==> config.mk <==
export PLATFORM = sky130hd
export DESIGN_NAME = valid_packer
export DESIGN_NICKNAME = d
export VERILOG_FILES = /design/src/rtl/valid_packer.sv
export SDC_FILE = /design/constraint.sdc
export NUM_CORES = 1
export LEC_CHECK = 0
export CORE_ASPECT_RATIO = 1.2
export CORE_MARGIN = 1
export CORE_UTILIZATION = 48
export DETAILED_ROUTE_END_ITERATION = 16
export GPL_TIMING_DRIVEN = 0
export HOLD_SLACK_MARGIN = 0.12
export PLACE_DENSITY_LB_ADDON = 0.15
export SLEW_MARGIN = 20
export SYNTH_ARGS = -nofsm -noshare
export SYNTH_HDL_FRONTEND = slang
export SYNTH_SLANG_ARGS = --single-unit
==> constraint.sdc <==
create_clock -name clk -period 6.68 [get_ports clk]
set_clock_uncertainty 0.1 [all_clocks]
set_input_delay 1.336 -clock clk [delete_from_list [all_inputs] [get_ports clk]]
set_output_delay 1.336 -clock clk [all_outputs]
set_load 0.005 [all_outputs]
route_heat.png
23 x 27 tiles, from white (low) to dark blue (high), scaled to the fullest tile. Values are wire area over tile area, all layers added.
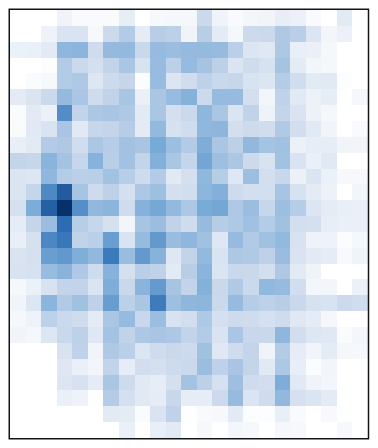
tiles over half the peak = 3.5%
nearly empty tiles = 13%
fullest tile = 0.63
drt wl/cell: 20.1 um
GR Util All Layers: 0.189
routed via count: 3656
wire length reported by the detailed router: 13400 um

closeup.png
Bar = 5 um. Window x 46 to 66, y 84 to 104 um. Cells in grey, sequential cells in the stronger grey; small squares are vias.
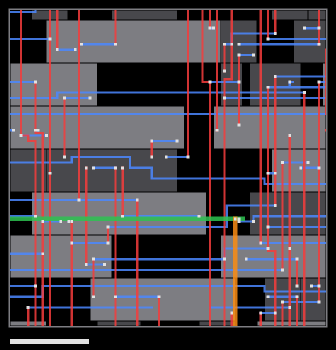
M2 -> red
M4 -> orange
M3 -> green
M1 -> blue
sequential cells in the window = 8
cells with their middle in the window = 14
most frequent = edfxtp_1 (5), dfrtp_1 (3), and2_1 (2)

gates.png
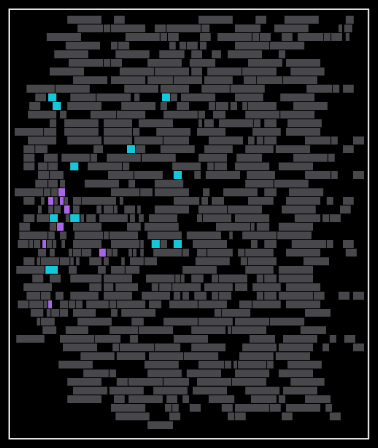
non-inverting ao/oa cells -> cyan  # cells 11, most used a21o_1
nor cells -> purple  # cells 8, most used nor2_1, where west
Commonest Layout Cell: edfxtp_1
fraction of area in multi-input gates: 0.232

==> impl_metrics.ini <==
; flow metrics
[status]
status = finished, final reports clean

[grt]
globalRoute.busiestLayer = met2
grt_use_met2 = 0.330
globalRoute.totalOverflow = 0
global_route.usage.met1 = 0.238

[layout]
area_delta_synth_final_pct = 20.9
layout_cell_share_with_drive_strength_beyond_1 = 0.233
nets = 498
inverters = 6
num_antenna_cells = 0
layout.comb_gates.multi_input = 199
dominant_cells = flip-flops and latches
bufAreaShareNonClock = 0.0851
clk_share = 0.0741
layout.cells.most_common_list = 128 x edfxtp_1, 64 x and2_1, 51 x clkdlybuf4s50_1

[floorplan]
fp_util = 0.491
chip_area_sq_mm = 0.0152
die_w_um = 113

[synth]
synth.cell_area_sq_mm = 0.00708
multiplexer_share = 0.145
per_instance_average_area_after_synthesis_sq_um = 17.7
synth_warnings = 0

[worst_setup_path]
cp_capture_type = primary output
highest_net_fanout_along_the_worst_path = 11
crit_path_start_kind = register
cp_cell_sequence = clkbuf_1 > nor2_1 > nand2_1 > clkbuf_1 > and2_1 > clkdlybuf4s50_1
worst-endpoint-arrival_ps = 2750
rrSetupSlack_ps = 3520
critPathBufInv = 3

[job]
stage_log_warnings = 32

[power_and_ir_drop]
register_share_of_total_power = 0.388
sequentialPower_mw = 1.43
power.internal_mw = 2.68
switchingPower_uw = 988
clockNetworkPower_mw = 1.05

[routing]
drt_first_pass_iters = 4

[final_timing]
final_critical_path_setup_slack_ps = 2490
rsz0062_at_grt = no
slew_headroom = 0.532
report.final.hold_viol_count = 0

[place]
dpl_cell_area_sq_mm = 0.00792

[clock_tree]
postCtsSetupBuffers = 0
